run_1/io_fan.png
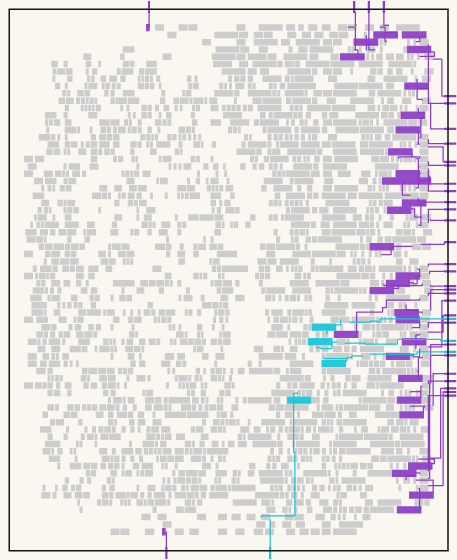
run_1/placement.png
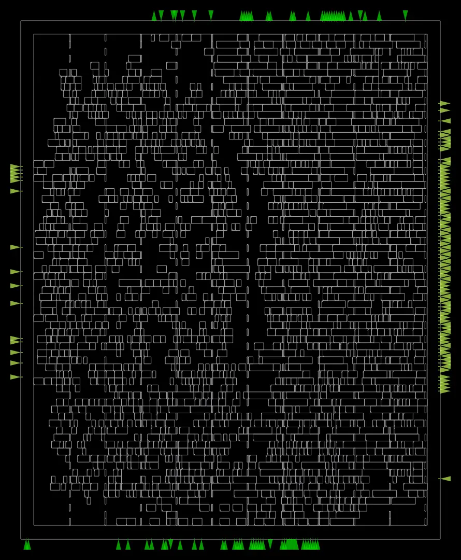
run_1/flops_by_reg.png
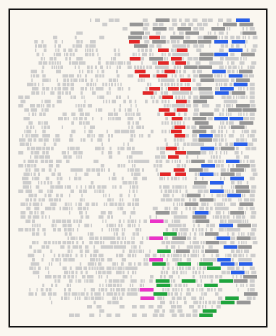
==> config.mk <==
export PLATFORM = sky130hd
export DESIGN_NAME = opsum_writeback
export DESIGN_NICKNAME = d
export VERILOG_FILES = /design/src/rtl/opsum_wb_pkg.sv /design/src/rtl/opsum_requant.sv /design/src/rtl/opsum_writeback.sv
export SDC_FILE = /design/constraint.sdc
export NUM_CORES = 1
export LEC_CHECK = 0
export CORE_ASPECT_RATIO = 1.25
export CORE_MARGIN = 5
export CORE_UTILIZATION = 45
export CTS_CLUSTER_SIZE = 8
export DETAILED_ROUTE_END_ITERATION = 8
export PLACE_DENSITY = 0.71
export SLEW_MARGIN = 20
export SYNTH_ARGS = -nofsm -noshare
export SYNTH_HDL_FRONTEND = slang
export SYNTH_SLANG_ARGS = --single-unit
==> constraint.sdc <==
create_clock -name clk -period 13.8 [get_ports clk]
set_input_delay 1.38 -clock clk [delete_from_list [all_inputs] [get_ports clk]]
set_output_delay 1.38 -clock clk [all_outputs]
set_load 0.005 [all_outputs]
==> notes.md, run 1 <==
From the run reports.

- The clock sink count reads approximately 160.
- The kind of end point of the critical path reads a register.
- Walking the worst path, the cells encountered are buf_4, inv_1, buf_4, nor2_1, nand2_1, nor2_1, ha_1, and2_1, a21oi_1, nor3_1, o21ai_0, a31oi_1, or2_1, o221ai_1, o311a_1, nor4_1, and3_1, and4bb_2, a41oi_4, or2_2, a221o_1.
- The reported clock group power is a little under 500 uW.
- The layout report lists the multi-input gate area as roughly 0.009 mm^2.
- The end-of-flow timing check tallies setup violations at 0.
- The class of the most critical hold timing path is reg2reg.
- Setup repair after global routing left no endpoint under its margin.
- The OpenROAD report gives the critical path a data arrival time of between 7 and 8 ns.
- The number of synthesized flops with an enable pin is 0.
- Per the detail_route report, vias per standard cell equal 6.43.
- The max-cap violation count reads 0.
- The wire length of the first global-routing pass is a little under 80 mm.
- The chip area in the Yosys report is roughly 0.013 mm^2.
- The root buffer selected by CTS reads clkbuf_16.
- The via count of the first global-routing pass came to 14000.
- The cell type with the largest total area after synthesis is dfrtp_1.
- Per the synth stats, the proportion of register bits with asynchronous set or reset is 79.4%.
- The critical path's slowest cell reads nor2_1.
- CTS reports a maximum clock tree buffer depth of 2.
- Counting endpoints that fail hold in the final report gives 0.
- The number of antenna cells inserted is 0.
- The remaining global-route overflow reads 0.
- The wire length after detailed routing is about 52 mm.
- The number of levels the H-tree was split into reads 4.
- The post-route DRC violation count is 0.
- The clock latency on the worst-skew pair reads 0.43 ns.
- The area of the core reads 0.0291 mm^2.
- The number of cells on the worst hold path reads 2.
- According to the report, the first pass of detailed routing completed in 6 iterations.
- The die height is ~200 um.
- The mean instance size in the synthesized netlist reads 7.51 um^2.
- Per the TritonCTS log, the buffer count is 17.
- The highest ir drop seen on vdd is roughly 100 uV.
- Synthesis instantiated ~110 different standard cells from the library.
- The area share of the leading cell type in the synthesized netlist is a little under a quarter.
- After routing, the total negative slack on setup checks comes to 0 ns.
- The layout overhead on the synthesized area reads 18.2%.
- The slew at the pin with the worst max-slew slack is approximately 1.1 ns.
- The leading cell type by number of instances after synthesis is nand2_1.
- Synthesis produced a netlist whose cell count is between 1500 and 2000.
- The largest stage delay on the critical path reads ~0.72 ns.
- The total die area is around 0.033 mm^2.
- The depth of the most critical reg-to-reg path is 21.
- The maximum number of pins on one net before global-route repair is about 85.
- Per the detail_route report, the via count comes to roughly 14000.
- The combinational fraction of design power reads about 63%.
- The number of cells in the yosys synthesis report reads roughly 1700.
- The largest driver fanout on the critical path reads 35.
- The total leakage power is ~0.0064 uW.
- The share of cells above drive strength 1 reads between 5 and 6%.
- The cell-mix breakdown from Yosys lists the XOR/XNOR area share as under 10%.
- The initial antenna violation count is 1.
- Once detailed placement completed, the half-perimeter wirelength came to a little under 40 mm.
- The power per standard cell area is roughly 210 mW/mm^2.
- For the worst setup path, the data required time is about 14 ns.
- The area fraction in full adders, half adders and majority gates reads 4.63%.
- The maximum achievable frequency is 131 MHz.
- The share of the yosys chip area belonging to registers reads about 28%.
- The congestion estimate from routability-driven global placement came to between 1 and 1.5.
- Summing all multiplexer cells gives an area fraction of around 2.5%.
- The final worst clock skew reads approximately 0.012 ns.
- The cell area after layout is roughly 0.016 mm^2.
- The slack of the worst reg-to-reg path reads roughly 6 ns.
- For this sky-water flow run, the detailed-routed wirelength per cell is reported as 22.9 um.
- The violation count after the first detailed-route iteration is about 1500.
- The dominant register cell is dfrtp_1.
- The largest combinational cell category by area reads AND-OR/OR-AND gates.
- The report puts the hold buffer count at CTS at 0.
- The post-CTS resize count reads 0.
- The share of total power consumed by net switching reads between 50 and 60%.
- The critical path in this run is classified as reg2reg.
- Per the post-route antenna check, the number of violating nets is 0.
- The clock-pin transition on the worst setup and hold timing paths reads about 0.06 ns.
- Yosys reports that the most numerous cell types are nand2_1 (282), nor2_1 (213), a21oi_1 (135).
- Across all stage logs, warnings added up to 39.
- TritonCTS built the clock tree.
- The final clock period utilization by the worst path is 55.3%.
- The floorplan core density is a little under half.
- The flow ran to the end, and the final reports show no timing, DRC or antenna violations.
- The internal power of the cells totals 1590 uW.
- After layout, the design draws a total of roughly 3200 uW.
- In this run, the synthesized area fraction spent on AND-OR/OR-AND gates is recorded as roughly a third.
- The type of element launching the critical path is a register.
Notes on io_fan.png above:
| color | port | direction | edge | end cells | buffers | wire |
|---|---|---|---|---|---|---|
| cyan | `wr_strb` | output | 3 right, 1 bottom | 4 | 4 | 223 um |
| purple | `wr_addr` | output | 27 right, 4 top, 1 bottom | 32 | 30 | 795 um |
I/O pin cnt: 162
buffers added on ports: 157

Notes on placement.png above:
std cell rows: 70
fillers: 2828
n_taps: 396
Seq/total area: 23.9%

Notes on flops_by_reg.png above:
| color | signal | placed flops |
|---|---|---|
| blue | `cur_addr` | 30 |
| red | `pack_q` | 32 |
| magenta | `shift_q` | 5 |
| green | `remaining` | 16 |
P_seq: 699 uW
Reg area: 0.00372 mm^2
fraction of the core area covered by cells at the end of the flow: 53.4%

==> run 1: worst max-delay path, delay by kind of cell, from the launching register on <==
kind / cells / cell delay, ns
and+or+nand+nor: 10 / 3.86
AOI/OAI and AO/OA: 7 / 2.19
buffers and inverters: 3 / 0.68
adders and majority gates: 1 / 0.42
DFF: 1 / 0.33
==> run 1: metrics by stage <==
stage | worst slack [ns] | cells | utilization, % | hold slack (ns)
after floorplan | 7.83 | 1750 | - | 0.427
after global placement | 6.14 | 2214 | 51.2 | 0.435
after detailed placement | 6.14 | 2214 | 51.2 | 0.439
after CTS | 6.13 | 2246 | 53.4 | 0.447
after global routing | 5.92 | 2246 | 53.4 | 0.466
final | 6.17 | 2246 | 53.4 | 0.449
==> run 1: area by class of cell <==
| type | count | area share (%) |
|---|---|---|
| timing repair buffer | 179 | 11.2 |
| tap | 396 | 3.19 |
| clock inverter | 9 | 0.773 |
| multi-input combinational | 1451 | 56.8 |
| clock buffer | 23 | 3.29 |
| inverter | 33 | 0.814 |
| sequential | 155 | 23.9 |
==> run 1: layout by cell type, fill, tap and decap left out, drive strengths merged, types with 17 or more instances in the layout <==
cell type	netlist	final
nand2	282	282
nor2	214	214
clkdlybuf4s50	0	157
a21oi	140	140
dfrtp	123	123
o21ai	113	113
a211oi	55	55
ha	47	47
nand3	47	47
and3	46	46
nor3	37	37
a221o	35	35
inv	29	33
dfxtp	32	32
or3	27	27
o211ai	25	25
clkbuf	69	23
o22ai	22	22
buf	42	22
a31oi	22	22
a21o	21	21
or2	20	20
nand4	19	19
nor4	19	19
a311oi	17	17
mux2i	17	17
==> run 1: metal layers <==
layer  wire length [um]  GRT usage, %  vias to the layer above
met2              25700          53.7                      643
met1              18900          32.9                     6865
met4               3740          20.0                        2
met5                 13             0                        -
met3               3160          4.46                      201
li1                   -             -                     6736
run_1/layer_met3.png
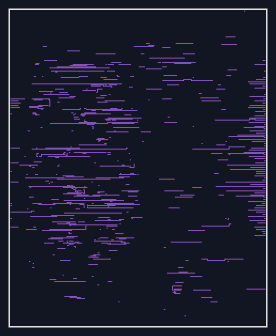

## Run 2: what changed since run 1
--- a/config.mk
+++ b/config.mk
@@ -10,7 +10,7 @@
 export CORE_UTILIZATION = 45
 export CTS_CLUSTER_SIZE = 8
 export DETAILED_ROUTE_END_ITERATION = 8
-export PLACE_DENSITY = 0.71
+export PLACE_DENSITY = 0.73
 export SLEW_MARGIN = 20
 export SYNTH_ARGS = -nofsm -noshare
 export SYNTH_HDL_FRONTEND = slang
==> constraint.sdc (replaced) <==
create_clock -name clk -period 6.74 [get_ports clk]
set_input_delay 0.674 -clock clk [delete_from_list [all_inputs] [get_ports clk]]
set_output_delay 0.674 -clock clk [all_outputs]
set_load 0.005 [all_outputs]
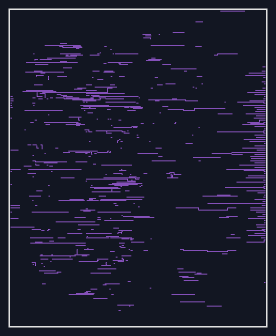
run_2/layer_met3.png
nets with wire on the layer: 305
wire length on this layer: 3150 um
longest straight run: 41.4 um
total via count after detailed routing: 14800
Final Routed Wirelength: 52.7 mm
fraction of met3 tracks used by global routing: 3.35%

==> run 2 against run 1 <==
  * Via count rose by 2.5%
  * Final cell count rose by 3.3%
  * Critical path depth fell by 2
  * Die size unchanged
  * Maximum frequency grew 18%
  * Utilization up 1.7 points
  * Highest routed layer is now met4
  * Clock power grew 83%
==> notes.md, run 2 <==
From the run reports.

- The run finished with clean final reports.
- The number of cells on the worst hold path reads 2.
- The number of cells in the yosys synthesis report is between 1500 and 2000.
- For this sky-water flow run, the detailed-routed wirelength per cell is reported as between 20 and 25 um.
- The post-route DRC violation count is 0.
- Sorting the Yosys area breakdown by cell type puts at the top dfrtp_1.
- The dominant register cell is dfrtp_1.
- The total die area is 0.0327 mm^2.
- The floorplan core density reads a little under half.
- The slack of the worst reg-to-reg path reads between 0.2 and 0.3 ns.
- The final worst clock skew reads between 0.008 and 0.009 ns.
- The detailed-route vias per instance reads 6.38.
- The leading cell type by number of instances after synthesis is nand2_1.
- The power per standard cell area is 426 mW/mm^2.
- The number of distinct library cell variants in the gate-level netlist after synthesis reads approximately 110.
- The violation count after the first detailed-route iteration is around 1500.
- STA classifies the critical path endpoint as a register.
- The via count of the first global-routing pass reads ~14000.
- In this build the clock could be raised as far as 155 MHz.
- Setup repair after global routing left no endpoint under its margin.
- The number of levels the H-tree was split into is 4.
- In this run, synthesis inferred 0 flip-flops with an integrated enable.
- The slew at the pin with the worst max-slew slack is around 1.1 ns.
- The TritonCTS clock tree reads built.
- The report lists the number of standard-cell rows as 70.
- The count of nets left with antenna violations once routing finished came out at 0.
- The worst endpoint required time is approximately 7.1 ns.
- The max-cap violation count is 0.
- The initial antenna violation count is 0.
- The root buffer selected by CTS reads clkbuf_16.
- The placement report lists the number of port buffers as 157.
- The die height is roughly 200 um.
- The total leakage power is 0.00672 uW.
- The cell area after layout is 0.0160 mm^2.
- The number of top-level design ports is 162.
- The most critical min-delay path falls under reg2reg.
- The sum of buffers and inverters on the critical path reads 2.
- The wire length of the first global-routing pass is 80.6 mm.
- The number of warnings in the stage logs reads 39.
- The first TritonRoute pass finished after 5 iterations.
- The number of antenna cells inserted is 0.
- The area share of the leading cell type in the synthesized netlist reads between 20% and 30%.
- The clock-pin transition on the worst setup and hold timing paths is approximately 0.070 ns.
- The library cells used most frequently in the layout, excluding fill and tap cells, are nand2_1 (282), nor2_1 (213), clkdlybuf4s50_1 (157), a21oi_1 (134), dfrtp_1 (123).
- The largest stage delay on the critical path reads 0.58 ns.
- After synthesis, the chip area reported by Yosys is around 0.013 mm^2.
- The final hold violation count reads 0.
- The final clock period utilization by the worst path is between 90% and 100%.
- The clock sink count reads approximately 160.
- For this design, the slowest cell found on the critical path is or4bb_1.
- The clock latency on the worst-skew pair is roughly 0.42 ns.
- In the synthesized netlist, the cells that appear most often are nand2_1 (282), nor2_1 (213), a21oi_1 (135).
- The share of synthesized registers carrying an async set or reset is between 70% and 80%.
- The setup TNS after final layout reads 0 ns.
- The final number of setup-violating endpoints reads 0.
- The deepest clock path buffer count is 2.
- The depth of the most critical reg-to-reg path reads 19.
- The maximum number of pins on one net before global-route repair is just under 70.
- The type of element launching the critical path is a register.
- The worst setup path is of the reg2reg kind.
- The share of the yosys chip area belonging to registers reads between 20% and 30%.
- The highest ir drop seen on vdd is ~220 uV.
- The remaining global-route overflow is 0.
- Gates resized during post-CTS repair numbered 0.
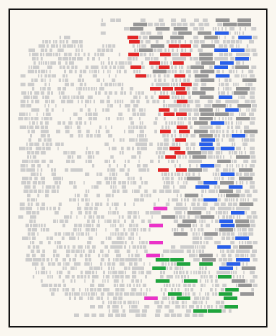
run_2/flops_by_reg.png
| color | signal | placed flops |
|---|---|---|
| blue | `cur_addr` | 30 |
| red | `pack_q` | 32 |
| magenta | `shift_q` | 5 |
| green | `remaining` | 16 |
not colored: 72
Seq/total area: 23.2%
P_seq: 1450 uW
fraction of the core area covered by cells at the end of the flow: 55.1%

[run 2: power by group]
part / total [uW] / switching, uW / internal (uW)
clock: 904 / 406 / 498
sequential: 1450 / 249 / 1200
combinational: 4470 / 2800 / 1680
[run 2: final cells by class]
cell class	instances	area, um^2
Clock buffer	19	453
Tap cell	396	495
Clock inverter	13	108
Timing Repair Buffer	253	2300
Inverter	33	126
Multi-Input combinational cell	1451	8810
Fill cell	2819	13100
Sequential cell	155	3720
[run 2: kinds of logic after synthesis]
kind of cell    count (synthesis)  share of synthesized area, %
fa+ha+maj                      48                          4.63
other cells                     1                        0.0285
compound gates                590                          31.5
buf+inv                       144                          4.74
xor+xnor                       16                          1.07
flops                         155                          28.3
simple gates                  769                          27.2
mux                            26                          2.50
[run 2: tightest hold or removal path: cells and delay by family (launching register included)]
| family | cells | cell delay, ns |
|---|---|---|
| AOI/OAI and AO/OA | 1 | 0.05 |
| and+or+nand+nor | 1 | 0.05 |
| DFF | 1 | 0.31 |
[run 2: metrics by stage]
step,hold WS [ns],power (uW)
global placement,0.437,5760
floorplan,0.427,4020
detailed placement,0.442,5800
CTS,0.451,6730
global route,0.470,7200
finish,0.449,6830
[run 2: layer usage]
layer,global-route usage [%],vias up,part of all wire (%)
met5,0,-,0
met2,54.4,677,49
met1,35.0,7032,37
met4,22.3,0,8.0
met3,3.35,208,6.0
li1,-,6889,-
Power figures rest on the tool's default switching activity, not on a simulated workload.
